--- config.mk ---
export PLATFORM = sky130hd
export DESIGN_NAME = updown_counter_n
export DESIGN_NICKNAME = d
export VERILOG_FILES = /design/src/rtl/updown_counter_n.sv
export SDC_FILE = /design/constraint.sdc
export NUM_CORES = 1
export LEC_CHECK = 0
export ABC_AREA = 1
export CORE_MARGIN = 3
export CORE_UTILIZATION = 51
export CTS_CLUSTER_SIZE = 16
export DETAILED_ROUTE_END_ITERATION = 12
export HOLD_SLACK_MARGIN = 0.08
export PLACE_DENSITY_LB_ADDON = 0.3
export SLEW_MARGIN = 5
export SYNTH_ARGS = -nofsm -noshare
export SYNTH_HDL_FRONTEND = slang
export SYNTH_SLANG_ARGS = --single-unit
--- constraint.sdc ---
create_clock -name clk -period 2.3 [get_ports clk]
set_input_delay 0.345 -clock clk [delete_from_list [all_inputs] [get_ports clk]]
set_output_delay 0.345 -clock clk [all_outputs]
set_load 0.01 [all_outputs]
--- src/rtl/updown_counter_n.sv ---
// Parametrised up/down counter: load, enable, wrap pulse, sticky overflow.
// Build option UPDN_COUNTER_SAT_EN adds a sat input that saturates instead of wrapping.
module updown_counter_n #(
  parameter int WIDTH     = 8,
  parameter int MAX_VAL   = 2**WIDTH-1,
  parameter int RESET_VAL = 0
) (
  input  logic             clk,
  input  logic             reset,
  input  logic             en,
  input  logic             dir,
  input  logic             load,
  input  logic [WIDTH-1:0] load_val,
  input  logic             ovf_clr,
`ifdef UPDN_COUNTER_SAT_EN
  input  logic             sat,
`endif
  output logic [WIDTH-1:0] count_out,
  output logic             wrap,
  output logic             ovf
);

  localparam logic [WIDTH-1:0] MAX_W = WIDTH'(MAX_VAL);
  localparam logic [WIDTH-1:0] RST_W = WIDTH'(RESET_VAL);
  localparam logic [WIDTH-1:0] ZERO  = '0;
  localparam logic [WIDTH-1:0] ONE   = WIDTH'(1);

  logic             sat_on;
  logic             at_edge;
  logic             step;
  logic             wrap_evt;
  logic             sat_evt;
  logic [WIDTH-1:0] count_nxt;
  logic             ovf_nxt;

`ifdef UPDN_COUNTER_SAT_EN
  assign sat_on = sat;
`else
  assign sat_on = 1'b0;
`endif

  assign step     = !load && en;
  assign at_edge  = dir ? (count_out == MAX_W) : (count_out == ZERO);
  assign wrap_evt = step && at_edge && !sat_on;
  assign sat_evt  = step && at_edge && sat_on;

  always_comb begin
    count_nxt = count_out;
    if (load) begin
      count_nxt = (load_val > MAX_W) ? MAX_W : load_val;
    end else if (en) begin
      if (sat_evt)
        count_nxt = count_out;
      else if (dir)
        count_nxt = at_edge ? ZERO : count_out + ONE;
      else
        count_nxt = at_edge ? MAX_W : count_out - ONE;
    end
  end

  // Overflow set has priority over a simultaneous clear
  always_comb begin
    ovf_nxt = ovf;
    if (wrap_evt || sat_evt)
      ovf_nxt = 1'b1;
    else if (ovf_clr)
      ovf_nxt = 1'b0;
  end

  always_ff @(posedge clk or posedge reset) begin
    if (reset) begin
      count_out <= RST_W;
      wrap      <= 1'b0;
      ovf       <= 1'b0;
    end else begin
      count_out <= count_nxt;
      wrap      <= wrap_evt;
      ovf       <= ovf_nxt;
    end
  end

endmodule
Figure 1. Wiring by layer.
Scale bar: 10 um.
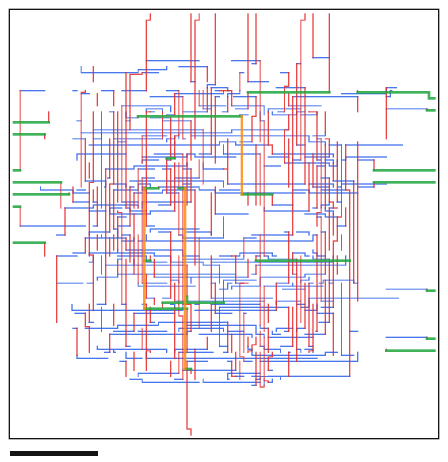
legend:
  blue:
    layer: M1
    wire_length: 1020 um
  orange:
    layer: M4
    wire_length: 42.8 um
  red:
    layer: M2
    wire_length: 1070 um
  green:
    layer: M3
    wire_length: 107 um
routed wire length per instance: 12.39 um
Tot GR Track Use: 0.2141

==> impl_metrics.csv <==
group,metric,value,unit
layout,final_layout_top_logic_cells,"sky130_fd_sc_hd__nand2_1 (43), sky130_fd_sc_hd__clkdlybuf4s50_1 (23), sky130_fd_sc_hd__inv_1 (15)",
setup_path,arrival,1.52,ns
status,run_status,"complete, no violations",
power_and_ir_drop,pwr-share-comb,0.355,
floorplanning,design.core.area,1594,um2
setup_path,cpMaxStageDelayCell,"sky130_fd_sc_hd__dfrtp_1",
setup_path,slowest_delay,0.63,ns
clocking,post_cts.resized_instances,0,
sta,setup_viol_count_final,0,
layout,lay_top_count,"sky130_fd_sc_hd__nand2_1",
clocking,holdBufCountCts,0,
route,post-route-drc-count,0,
setup_path,cp_num_buf_inv,1,
clocking,cts_tree,"done",
yosys,ys_top_cells_by_count,"sky130_fd_sc_hd__nand2_1 (43), sky130_fd_sc_hd__inv_1 (15), sky130_fd_sc_hd__o21ai_0 (11), sky130_fd_sc_hd__dfrtp_1 (10), sky130_fd_sc_hd__nand3_1 (9)",
place,post_placement_worst_setup_slack,0.4002,ns
setup_path,timing.critical_path.required,1.96,ns
power_and_ir_drop,total_leakage_power,0.0005845,uW
yosys,synth.yosys.num_cells,132,
floorplanning,top_level_ports,24,
setup_path,reg2reg_from,"count_out[1]$_DFFE_PP0P_",
yosys,ys_area,917.1,um2
sta,final_period_minus_worst_setup_slack,1.869,ns
grt,grt_first_pass_wirelength,4050,um
power_and_ir_drop,power_frac_seq,0.381,
sta,timing.max_slew.rel_slack,0.6403,
layout,top_regs,"count_out (8), ovf (1), wrap (1)",
floorplanning,total_die_area,2343,um2
setup_path,crit_path_kind,"register to output port",
yosys,post_synth_num_cell_types,21,
setup_path,critical_path.endpoint,"count_out[3]",
layout,largest_reg_flops,8,
clocking,cts_post_setup_buffers_inserted,0,
power_and_ir_drop,switching_share,0.3657,
sta,hold_vio_cnt_final,0,
sta,max_freq,534.9,MHz
power_and_ir_drop,internal_power,395.2,uW
clocking,clkSinkCount,10,
power_and_ir_drop,clock_net_power,165,uW
clocking,cts_max_path_buffers,2,
sta,unrepaired_setup_endpoints_after_global_routing,"no",
setup_path,cp-end-kind,"output port",
grt,maximum_number_of_pins_on_one_net_before_global_route_repair,11,
yosys,synth.top_cells.by_area,"sky130_fd_sc_hd__dfrtp_1 (27%), sky130_fd_sc_hd__nand2_1 (18%), sky130_fd_sc_hd__xor2_1 (6.7%)",
grt,antenna_found_initial,0,
route,dr_total_vias,943,
route,route.antenna.remaining_nets,0,
layout,fin_util,0.7402,
setup_path,worst-r2r-setup-slack,0.63,ns
setup_path,worst-path-stages,1,
power_and_ir_drop,pwr.group.combinational,221,uW
layout,layout.cells.non_filler,180,
setup_path,critPathLaunchType,"register",
power_and_ir_drop,finalPower,623.1,uW
setup_path,crit_path_cells,"clkdlybuf4s50_1",
layout,post-route-cell-area,1180,um2
layout,area_growth,28.65,%
sta,report.final.slew_viol_count,0,
setup_path,critical_path.max_fanout,10,
yosys,syn_nets,149,
yosys,synth.ff_latch_count,10,
grt,overflow,0,
grt,first_global_vias,954,
route,viasPerCell,5.239,
layout,nNetsFinal,174,
sta,hold_ws,0.3483,ns
place,dpl.hpwl,1787,um
power_and_ir_drop,power.largest_group,"sequential cells",
sta,timing_worst_slew_pin_value,0.5376,ns
power_and_ir_drop,seq_cell_power,237,uW
floorplanning,initCoreUtil,0.5754,
place,gp_routability_congestion,1.049,
yosys,syn_area,917.1,um2
yosys,cells_after_synthesis,132,
yosys,ys_seq_frac,0.2729,
power_and_ir_drop,worst_supply_voltage_drop_on_vdd,0.4501,mV
yosys,synthesis.area_per_instance,6.948,um2
clocking,clock_latency,0.27,ns
yosys,synth_top_cell_by_count,"sky130_fd_sc_hd__nand2_1",
sta,post-route-period-util,0.8128,
sta,worst_slack,0.4305,ns
yosys,post-synth-top-area-cell,"sky130_fd_sc_hd__dfrtp_1",
run,stage_log_warnings,28,
yosys,ys_dominant_reg_cell,"sky130_fd_sc_hd__dfrtp_1",
power_and_ir_drop,clkPwrFrac,0.264,
clocking,ctsRootBufferMaster,"sky130_fd_sc_hd__clkbuf_4",
clocking,cts_max_level,1,
setup_path,worst_path_dominant_cell_family,"flip-flops",
yosys,synth_largest_type_area_fraction,0.2729,
setup_path,worstSetupStartpoint,"count_out[3]$_DFFE_PP0P_",
Figure 2. Ports around the boundary.
Pins as bars across the die edge, other pins in grey.
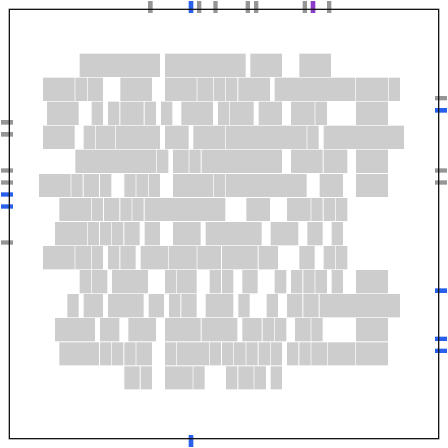
legend:
  blue:
    port: count_out
    pins: 8
    direction: output
    edge: 4 east, 2 west, 1 north, 1 south
  purple:
    port: wrap
    pins: 1
    direction: output
    edge: north
all pins by edge: 9 north, 7 west, 7 east, 1 south
chip height: 48.41 um
die width: 48.41 um
number of I/O port buffers: 23

metal layers:
layer / part of all wire / up-vias / global-route usage
li1: - / 464 / -
met1: 0.46 / 441 / 0.2708
met2: 0.48 / 31 / 0.3532
met3: 0.048 / 7 / 0.05521
met4: 0.019 / 0 / 0.07583
met5: 0 / - / 0
logic make-up after synthesis:
family                     share of synthesized area
DFF                                           0.2729
buffers and inverters                         0.1105
AOI/OAI and AO/OA                             0.1228
and+or+nand+nor                               0.3765
xor gates and xnor gates                     0.07640
adders and majority gates                    0.04093
area by class of cell:
class | instances | area, um2
fill | 131 | 414.1
tap | 24 | 30.03
timing repair buffer | 23 | 230.2
inverter | 18 | 67.56
multi-input combinational | 101 | 565.5
clock buffer | 4 | 36.28
sequential | 10 | 250.2
Power is estimated from default activity; no workload was simulated.
